`config.mk`:
```
export PLATFORM = sky130hd
export DESIGN_NAME = xadc_drp_scheduler
export DESIGN_NICKNAME = d
export VERILOG_FILES = /design/src/rtl/xadc_sched_pkg.sv /design/src/rtl/xadc_ch_rotator.sv /design/src/rtl/xadc_drp_scheduler.sv
export SDC_FILE = /design/constraint.sdc
export NUM_CORES = 1
export LEC_CHECK = 0
export ABC_AREA = 1
export CAP_MARGIN = 20
export CORE_ASPECT_RATIO = 1.2
export CORE_UTILIZATION = 45
export CTS_BUF_LIST = sky130_fd_sc_hd__clkbuf_8
export DETAILED_ROUTE_END_ITERATION = 8
export PLACE_DENSITY = 0.77
export REMOVE_ABC_BUFFERS = 1
export SYNTH_ARGS = -nofsm -noshare
export SYNTH_HDL_FRONTEND = slang
export SYNTH_SLANG_ARGS = --single-unit
export TNS_END_PERCENT = 5
```
`constraint.sdc`:
```
create_clock -name clk -period 2.7 [get_ports clk]
set_input_delay 0.27 -clock clk [delete_from_list [all_inputs] [get_ports clk]]
set_output_delay 0.27 -clock clk [all_outputs]
set_load 0.02 [all_outputs]
```
`src/rtl/xadc_sched_pkg.sv`:
```
// Shared types and constants for the XADC DRP scheduler.
// The auxiliary-channel address map is fixed for four channels.
package xadc_sched_pkg;

  typedef enum logic [1:0] {
    IDLE,
    SCAN_WAIT,
    HOST_WAIT,
    HOST_DONE
  } sched_state_t;

  localparam int unsigned MAP_CH = 4;
  localparam logic [6:0] CH_ADDR [MAP_CH] = '{7'h1E, 7'h17, 7'h1F, 7'h16};

  localparam int unsigned DEF_DATA_W  = 12;
  localparam int unsigned DEF_TIMEOUT = 255;

endpackage

```
`src/rtl/xadc_ch_rotator.sv`:
```
// Registered round-robin channel pointer. cur is the pointer itself; nxt is the
// first enabled channel at or after it, i.e. the channel a scan would read now.
module xadc_ch_rotator #(
  parameter int unsigned NUM_CH = 4
) (
  input  logic                                   clk,
  input  logic                                   resetn,
  input  logic [NUM_CH-1:0]                      ch_enable,
  input  logic                                   load,
  input  logic                                   advance,
  output logic [((NUM_CH > 1) ? $clog2(NUM_CH) : 1)-1:0] cur,
  output logic [((NUM_CH > 1) ? $clog2(NUM_CH) : 1)-1:0] nxt
);

  localparam int unsigned IW = (NUM_CH > 1) ? $clog2(NUM_CH) : 1;

  logic [IW-1:0] ptr;
  logic [IW-1:0] step;
  logic [IW-1:0] idx;
  logic          found_nxt;
  logic          found_step;

  assign cur = ptr;

  // nxt searches from the pointer inclusive; step searches strictly past it,
  // with k == NUM_CH landing back on the pointer when it is the only one enabled.
  always_comb begin
    nxt        = ptr;
    step       = IW'((32'(ptr) + 32'd1) % NUM_CH);
    idx        = '0;
    found_nxt  = 1'b0;
    found_step = 1'b0;
    for (int unsigned k = 0; k < NUM_CH; k++) begin
      idx = IW'((32'(ptr) + k) % NUM_CH);
      if (!found_nxt && ch_enable[idx]) begin
        nxt       = idx;
        found_nxt = 1'b1;
      end
    end
    for (int unsigned k = 1; k <= NUM_CH; k++) begin
      idx = IW'((32'(ptr) + k) % NUM_CH);
      if (!found_step && ch_enable[idx]) begin
        step       = idx;
        found_step = 1'b1;
      end
    end
  end

  always_ff @(posedge clk or negedge resetn) begin
    if (!resetn) begin
      ptr <= '0;
    end else if (load) begin
      ptr <= nxt;
    end else if (advance) begin
      ptr <= step;
    end
  end

endmodule

```
`src/rtl/xadc_drp_scheduler.sv`:
```
// XADC DRP sequencer/arbiter: round-robin auxiliary channel scan on eoc plus a
// fixed-priority host port, one DRP access in flight at a time with timeout.
module xadc_drp_scheduler #(
  parameter int unsigned NUM_CH  = 4,
  parameter int unsigned DATA_W  = xadc_sched_pkg::DEF_DATA_W,
  parameter int unsigned TIMEOUT = xadc_sched_pkg::DEF_TIMEOUT
) (
  input  logic                     clk,
  input  logic                     resetn,
  input  logic [NUM_CH-1:0]        ch_enable,
  input  logic                     eoc,
  output logic                     drp_den,
  output logic                     drp_dwe,
  output logic [6:0]               drp_daddr,
  output logic [15:0]              drp_di,
  input  logic [15:0]              drp_do,
  input  logic                     drp_drdy,
  input  logic                     host_req,
  input  logic                     host_we,
  input  logic [6:0]               host_addr,
  input  logic [15:0]              host_wdata,
  output logic                     host_ack,
  output logic [15:0]              host_rdata,
  output logic [NUM_CH*DATA_W-1:0] sample_data,
  output logic [NUM_CH-1:0]        sample_valid,
  output logic                     timeout_err
);

  import xadc_sched_pkg::*;

  localparam int unsigned IW = (NUM_CH > 1) ? $clog2(NUM_CH) : 1;
  localparam int unsigned CW = $clog2(TIMEOUT + 1);

  sched_state_t  state;
  sched_state_t  state_nx;
  logic          scan_pend;
  logic [CW-1:0] wait_cnt;
  logic [IW-1:0] cur_ch;
  logic [IW-1:0] nxt_ch;
  logic          in_wait;
  logic          expire;
  logic          launch_host;
  logic          launch_scan;
  logic          scan_done;
  logic          scan_abort;
  logic          host_done;
  logic          host_abort;

  xadc_ch_rotator #(
    .NUM_CH (NUM_CH)
  ) u_rotator (
    .clk       (clk),
    .resetn    (resetn),
    .ch_enable (ch_enable),
    .load      (launch_scan),
    .advance   (scan_done | scan_abort),
    .cur       (cur_ch),
    .nxt       (nxt_ch)
  );

  assign in_wait = (state == SCAN_WAIT) || (state == HOST_WAIT);
  assign expire  = in_wait && !drp_drdy && (wait_cnt == CW'(TIMEOUT - 1));

  always_ff @(posedge clk or negedge resetn) begin
    if (!resetn) begin
      state <= IDLE;
    end else begin
      state <= state_nx;
    end
  end

  always_comb begin
    state_nx = state;
    unique case (state)
      IDLE: begin
        if (host_req) begin
          state_nx = HOST_WAIT;
        end else if (scan_pend && (ch_enable != '0)) begin
          state_nx = SCAN_WAIT;
        end
      end
      SCAN_WAIT: if (drp_drdy || expire) state_nx = IDLE;
      HOST_WAIT: if (drp_drdy || expire) state_nx = HOST_DONE;
      HOST_DONE: state_nx = IDLE;
      default:   state_nx = IDLE;
    endcase
  end

  always_comb begin
    launch_host = 1'b0;
    launch_scan = 1'b0;
    scan_done   = 1'b0;
    scan_abort  = 1'b0;
    host_done   = 1'b0;
    host_abort  = 1'b0;
    unique case (state)
      IDLE: begin
        launch_host = host_req;
        launch_scan = !host_req && scan_pend && (ch_enable != '0);
      end
      SCAN_WAIT: begin
        scan_done  = drp_drdy;
        scan_abort = expire;
      end
      HOST_WAIT: begin
        host_done  = drp_drdy;
        host_abort = expire;
      end
      default: ;
    endcase
  end

  // A fresh eoc wins over the clear so an eoc landing on a launch is not lost.
  always_ff @(posedge clk or negedge resetn) begin
    if (!resetn) begin
      scan_pend <= 1'b0;
    end else if (eoc) begin
      scan_pend <= 1'b1;
    end else if (launch_scan || ((state == IDLE) && (ch_enable == '0))) begin
      scan_pend <= 1'b0;
    end
  end

  always_ff @(posedge clk or negedge resetn) begin
    if (!resetn) begin
      wait_cnt <= '0;
    end else if (launch_host || launch_scan) begin
      wait_cnt <= '0;
    end else if (in_wait && !drp_drdy && !expire) begin
      wait_cnt <= wait_cnt + 1'b1;
    end
  end

  always_ff @(posedge clk or negedge resetn) begin
    if (!resetn) begin
      drp_den      <= 1'b0;
      drp_dwe      <= 1'b0;
      drp_daddr    <= '0;
      drp_di       <= '0;
      host_ack     <= 1'b0;
      host_rdata   <= '0;
      sample_data  <= '0;
      sample_valid <= '0;
      timeout_err  <= 1'b0;
    end else begin
      drp_den      <= 1'b0;
      host_ack     <= 1'b0;
      sample_valid <= '0;
      if (launch_host) begin
        drp_den   <= 1'b1;
        drp_dwe   <= host_we;
        drp_daddr <= host_addr;
        drp_di    <= host_wdata;
      end else if (launch_scan) begin
        drp_den   <= 1'b1;
        drp_dwe   <= 1'b0;
        drp_daddr <= CH_ADDR[nxt_ch];
        drp_di    <= '0;
      end
      for (int unsigned i = 0; i < NUM_CH; i++) begin
        if (scan_done && (cur_ch == IW'(i))) begin
          sample_data[i*DATA_W +: DATA_W] <= drp_do[15 -: DATA_W];
          sample_valid[i]                 <= 1'b1;
        end
      end
      if (host_done) begin
        host_ack   <= 1'b1;
        host_rdata <= drp_do;
      end else if (host_abort) begin
        host_ack   <= 1'b1;
        host_rdata <= '0;
      end
      if (expire) begin
        timeout_err <= 1'b1;
      end
    end
  end

endmodule
```
Figure 1. Placed cells, one colour a class (run 1).
Scale bar: 20 um. Fill, decap, tap and diode cells in grey.
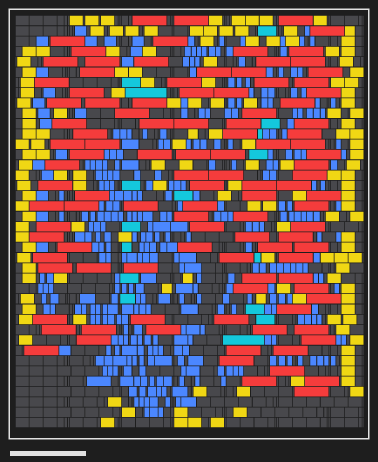
red -> registers  # cells 108, share of their area 43%
yellow -> remaining buffers and delay cells  # cells 148, share of their area 24%
cyan -> clock drivers and dummy loads  # cells 16, share of their area 3.6%
blue -> remaining logic cells  # cells 355, share of their area 29%

Figure 2. Congestion heat map (run 1).
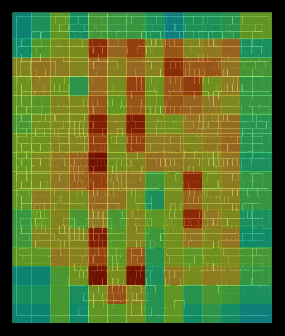
met3 usage in global routing: 3.90%
GR Util met2: 35.5%

Figure 3. I/O nets highlighted (run 1).
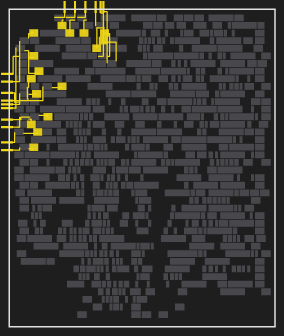
yellow -> host_wdata  # bits 16, direction input, edge 10 west, 6 north, end cells 16, wire 258 um

==> results_dict.tcl, run 1 <==
# metrics dict for downstream scripts
set metrics [dict create \
    fin_worst_skew_ns 0.0107 \
    tightest_slew_ns 0.760 \
    multi_input_comb_cells 305 \
    antenna_found_initial 0 \
    fin_ws_ns 0.566 \
    logic_family "simple AND/OR/NAND/NOR gates" \
    cts_max_level 3 \
    final_area_sq_mm 0.00637 \
    cp_slowest_cell "dfrtp_1" \
    grt_pass1_vias 3774 \
    compound_area_share_pct 15.1 \
    clk_latency_ns 0.36 \
    cap_violations 0 \
    crit_arrival_ns 2.38 \
    wirelength_um 11100 \
    fill_cells 836 \
    regArea_sq_mm 0.00270 \
    drive_gt1_share_pct 7.66 \
    vias 3830 \
    grt_overflow 0 \
    reg2reg_depth 14 \
    ant_nets 0 \
    placed_cell_area_sq_mm 0.00614 \
    cts_buffers 9 \
    routed_via_density 5.09 \
    total_power_w 0.00756 \
    slew_headroom_pct 49.2 \
    nonClkBufAreaFrac_pct 23.0 \
    ys_seq_share_pct 58.5 \
    timing.rr.start "u_rotator.cur[1]" \
    lay_top_cells "clkdlybuf4s50_1, dfrtp_1, nand2_1" \
    seq_cell_count 108 \
    largest_area_cell "dfrtp_1" \
    cellPowerDensity_mw_per_mm2 1190 \
    topCellsByArea "dfrtp_1, o21ai_0, nand2_1" \
    comb_share_pct 25.5 \
    post_cts_buffers 0 \
    grt_max_degree 47 \
    remaining_drc_errors 0 \
    ff_type "dfrtp_1" \
    hold_viol 0 \
    chipArea_sq_mm 0.0107 \
    drt_iter0_drc 179 \
    drtPass1Iterations 4 \
    synth-edff-count 0 \
    dpl.cell_count 736 \
    outcome "completed" \
    async_reset_ff_share_pct 100 \
    layout.cells.non_filler 753 \
    nClkBuffers 10 \
    utilization_pct 63.7 \
    most_common_cell "dfrtp_1" \
    yosys_area_sq_mm 0.00462 \
    crit_chain "inv_2 > ha_1 > inv_1 > nand3_1 > nand2_2 > nand3_4 > nor2_4 > nor2_1 > nand2_2 > nand2_1 > nand2_1 > nand3_1 > nand2_1 > nand2_1" \
    initial_utilization_pct 46.1 \
    tool_warnings 31 \
    finalCritPeriodShare_pct 79.0 \
    fin_hold_ws_ns 0.449 \
    grt_setup_unrepaired "no" \
    ys_cells 481 \
    routedWlPerCell_um 14.7 \
    die_w_um 94.5 \
    ys_sh_simple_pct 17.7 \
    cp_common_cell "nand2_1" \
    lay_top_count "clkdlybuf4s50_1" \
    xor_share_pct 0 \
    cp-start-kind "flip-flop" \
    root_buffer "clkbuf_8" \
]
==> run 1: state kept, by name, indices dropped and copies added, names as in the netlist, 2 cells and up <==
signal and cells:
sample_data 48, drp_di 16, host_rdata 16, wait_cnt 8, drp_daddr 7, sample_valid 4, state 2, u_rotator.cur 2
==> run 1: critical path, delay by kind of cell, from the launching register on <==
family,cells,cell delay [ns]
buf+inv,2,0.27
simple gates,11,0.88
fa+ha+maj,1,0.36
flops,1,0.52
==> run 1: power by group <==
part / leakage, nW / switching, W / internal [W] / total [W]
Combinational: 1.52 / 0.00218 / 0.00166 / 0.00385
Sequential: 1.37 / 0.000379 / 0.00225 / 0.00263
Clock: 0.116 / 0.000534 / 0.000550 / 0.00108
Total: 3.01 / 0.00309 / 0.00447 / 0.00756
==> run 1: how the worst max path moves through the flow <==
stage                     slack [ns]              from  depth (start not counted)                to
after floorplan                 0.68  u_rotator.cur[0]                         14      drp_daddr[0]
after global placement          0.63  u_rotator.cur[1]                         10  u_rotator.cur[1]
after detailed placement        0.60  u_rotator.cur[1]                         14      drp_daddr[0]
after CTS                       0.57  u_rotator.cur[1]                         14      drp_daddr[0]
after global routing            0.40  u_rotator.cur[1]                         14      drp_daddr[0]
final                           0.57  u_rotator.cur[1]                         14      drp_daddr[0]
==> run 1: per-layer routing <==
layer / vias up / wire length (um) / global-route usage, % / share of wire, %
li1: 1864 / - / - / -
met1: 1818 / 4830 / 29.5 / 44
met2: 136 / 5420 / 35.5 / 49
met3: 12 / 681 / 3.90 / 6.1
met4: 0 / 149 / 7.07 / 1.3
met5: - / 0 / 0 / 0
==> run 1: kinds of logic after synthesis <==
family / count (synthesis)
and+or+nand+nor: 175
AOI/OAI and AO/OA: 121
DFF: 108
buffers and inverters: 68
adders and majority gates: 9
--- run 2 (diff from run 1) ---
Settings changed: CORE_UTILIZATION 45 to 44, PLACE_DENSITY 0.77 to 0.78.
Clock period 2.7 ns to 1.8 ns, I/O delays scaled along.
Figure 4. Placed cells, one colour a class (run 2).
Scale bar: 20 um. Fill, decap, tap and diode cells in grey.
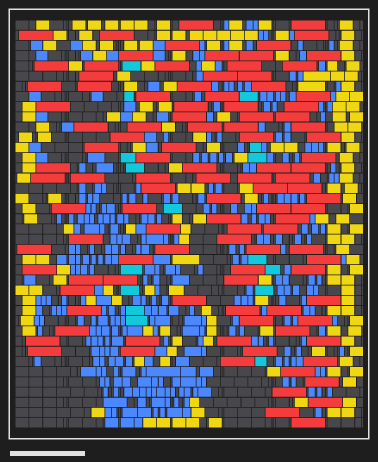
blue -> remaining logic cells  # cells 355, share of their area 29%
cyan -> clock drivers and dummy loads  # cells 16, share of their area 3.2%
red -> registers  # cells 108, share of their area 42%
yellow -> remaining buffers and delay cells  # cells 168, share of their area 26%

Figure 5. Local utilization (run 2).
10 x 11 tiles, from white (low) to dark blue (high), 0 to 100% covered.
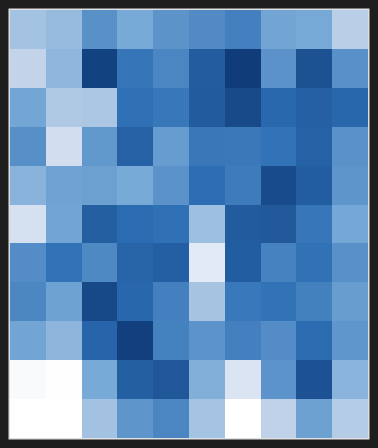
tiles over 75% full = 26%
mean over tiles = 59%
nearly empty tiles = 3.6%
fullest tile = 95%

Figure 6. The metal 1 layer (run 2).
Supply wires on this layer in grey.
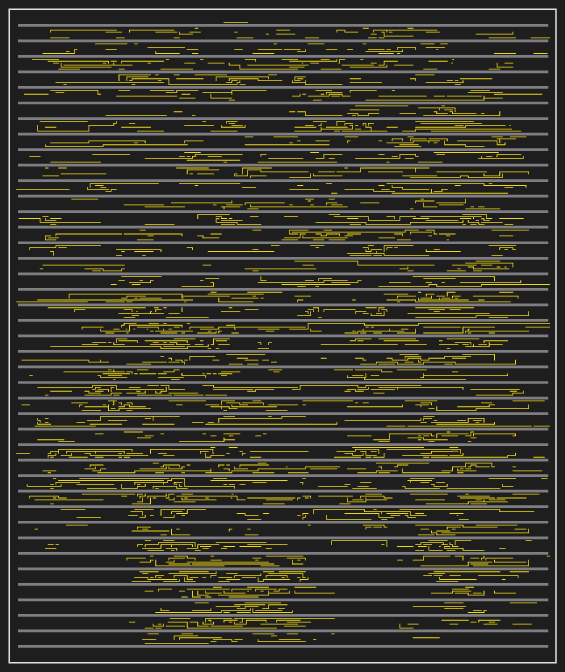
share of all routed wire = 42%
longest straight run = 27.1 um
wire length on this layer = 5110 um

==> results_dict.tcl, run 2 <==
# metrics dict for downstream scripts
set metrics [dict create \
    top_register "sample_data" \
    grt_pass1_vias 3838 \
    outcome "completed" \
    met2_usage_pct 39.0 \
    finalCritPeriodShare_pct 99.9 \
    use_met1_pct 30.7 \
    ys_seq_share_pct 58.5 \
    ff_type "dfrtp_1" \
    cts_resized 10 \
    compound_area_share_pct 15.1 \
    port_buffers 143 \
    fp.dieH_um 114 \
    grt_use_met3_pct 3.65 \
    lay_top_cells "clkdlybuf4s50_1, dfrtp_1, nand2_1" \
    layout.cells.non_filler 773 \
    hp-class "in2async" \
    pwr-share-seq_pct 33.7 \
    powerSeq_w 0.00394 \
    n_antenna_cell 0 \
    chipArea_sq_mm 0.0109 \
    hold_viol 0 \
    clock_path_buffers 2 \
    cap_violations 0 \
    common_cells "dfrtp_1, nand2_1, o21ai_0" \
    path_class "reg2reg" \
    initial_utilization_pct 45.7 \
    path_clk_slew_ns 0.12 \
    grt_max_degree 57 \
    ys_warn_count 0 \
    cellPowerDensity_mw_per_mm2 1770 \
    place.gp.congestion 0.816 \
    met2_length_um 6160 \
    ant_nets 0 \
    drtPass1Iterations 4 \
    synth_area_sq_mm 0.00462 \
    crit_arrival_ns 2.05 \
    drive_gt1_share_pct 13.1 \
    top_area_share_pct 58.5 \
    wl_met3_um 681 \
    finalMaxSlewViolations 0 \
    synth_flops 108 \
    ys_sh_simple_pct 17.7 \
    lay_top_count "clkdlybuf4s50_1" \
    fin_worst_skew_ns 0.0182 \
    cts_tree "built" \
    cts_max_level 3 \
    dpl_worst_slack_ns -0.117 \
    crit_path_end_kind "flip-flop" \
    swShare_pct 42.7 \
    wl_met1_um 5110 \
    largest_reg_flops 48 \
    avgSynthCellArea_sq_um 9.60 \
    grt_setup_unrepaired "yes" \
    grt_overflow 0 \
    leakage_nw 3.11 \
    cts_buffers 9 \
    reg_top3 "sample_data (48), drp_di (16), host_rdata (16)" \
    busiest_layer "met2" \
    power_leader "combinational cells" \
    most_common_cell "dfrtp_1" \
    fin_hold_ws_ns 0.129 \
    routed_via_density 5.25 \
    fmax_mhz 556 \
    routedWlPerCell_um 15.7 \
    wirelength_um 12200 \
    synth_cell_types 32 \
    slew_headroom_pct 62.1 \
    remaining_drc_errors 0 \
    dpl.cell_count 751 \
    highest_layer "met4" \
    vias 4055 \
    fin_ws_ns 0.00131 \
    track_usage_pct 23.3 \
    grt_pass1_wl_um 19200 \
    logic_family "simple AND/OR/NAND/NOR gates" \
    num_rows 40 \
    vdd_ir_drop_max_mv 0.714 \
    antenna_found_initial 0 \
    drt_iter0_drc 176 \
    ys_sh_mux_pct 0 \
    async_reset_ff_share_pct 100 \
    cp-start-kind "flip-flop" \
    xor_share_pct 0 \
    cp_max_fo 8 \
    cts_sinks 108 \
    die_w_um 95.5 \
    hold_buffers 1 \
    p_sw_w 0.00500 \
    coreArea_sq_mm 0.0101 \
    synthCells 481 \
    post_cts_buffers 3 \
    topCellsByArea "dfrtp_1, o21ai_0, nand2_1" \
    pwr-share-clk_pct 12.5 \
    p_comb_share_pct 53.9 \
    ys_cells 481 \
    area_growth_pct 43.3 \
    p_int_w 0.00670 \
    largest_area_cell "dfrtp_1" \
    layout_min_cycle_time_ns 1.80 \
    tool_warnings 32 \
    setup_viol_count_final 0 \
    tightest_slew_ns 0.568 \
    yosys_area_sq_mm 0.00462 \
    root_buffer "clkbuf_8" \
    io_pins 144 \
    synth-edff-count 0 \
    clk_latency_ns 0.38 \
    hpwl_um 8810 \
    clk-power_w 0.00146 \
    worstPathRequired_ns 2.05 \
    pg_comb_w 0.00630 \
    synth_adder_area_share_pct 2.44 \
    fin_nets 700 \
]
## run 2: cell count changes in the layout (fill, tap and decap cells not counted), moves of 3 or more
cell     before  now
inv_1        45   41
o21ai_0      88   66
nand3_1      22   19
nand2_1     105   99
o21ai_1       0   22
nand2_2       9   14
buf_4         5   21
buf_12        0    3
nand3_2       4    7
## run 2: cell families (layout without fill, tap and decap cells)
group	count (synthesis)	count (layout)
buf+inv	68	234
flops	108	108
simple gates	175	175
compound gates	121	121
fa+ha+maj	9	9
## run 2: final timing paths
kind / startpoint / end / slack [ns] / depth (start not counted)
min: resetn / sample_data[23] / 0.13 / 2
max reg2reg: state[1] / host_rdata[7] / 0.001 / 10
max: state[1] / host_rdata[7] / 0.001 / 10
min in group clk: drp_do[2] / host_rdata[2] / 0.37 / 3
min reg2reg: host_rdata[2] / host_rdata[2] / 0.49 / 2
max in group asynchronous: resetn / u_rotator.cur[1] / 1.16 / 3
## run 2: final cells by class
cell class                 count  area, sq um
clock inverter                 7         80.1
tap                          126          158
timing repair buffer         168         1660
multi-input combinational    305         1690
sequential                   108         2700
clock buffer                   9          124
fill                         826         3490
inverter                      50          199
## run 2: per-stage QoR
stage	utilization (%)	setup TNS [ns]	power, W	cell area (sq um)
after global routing	65.4	-1.83	0.0125	6620
final	65.4	0	0.0117	6620
after detailed placement	62.1	-0.760	0.0100	6280
after CTS	64.8	0	0.0116	6560
after floorplan	-	-0.540	0.00715	4520
after global placement	62.1	0	0.00979	6280
## run 2: worst max-delay path, stage by stage (launching register included)
cell	delay (ns)
dfrtp_1	0.36
inv_1	0.07
ha_1	0.27
inv_1	0.04
nor2_2	0.10
nand4_1	0.16
nand2_2	0.16
clkinvlp_4	0.13
buf_6	0.15
o21ai_0	0.14
o21ai_1	0.09
Power is estimated from default activity; no workload was simulated.
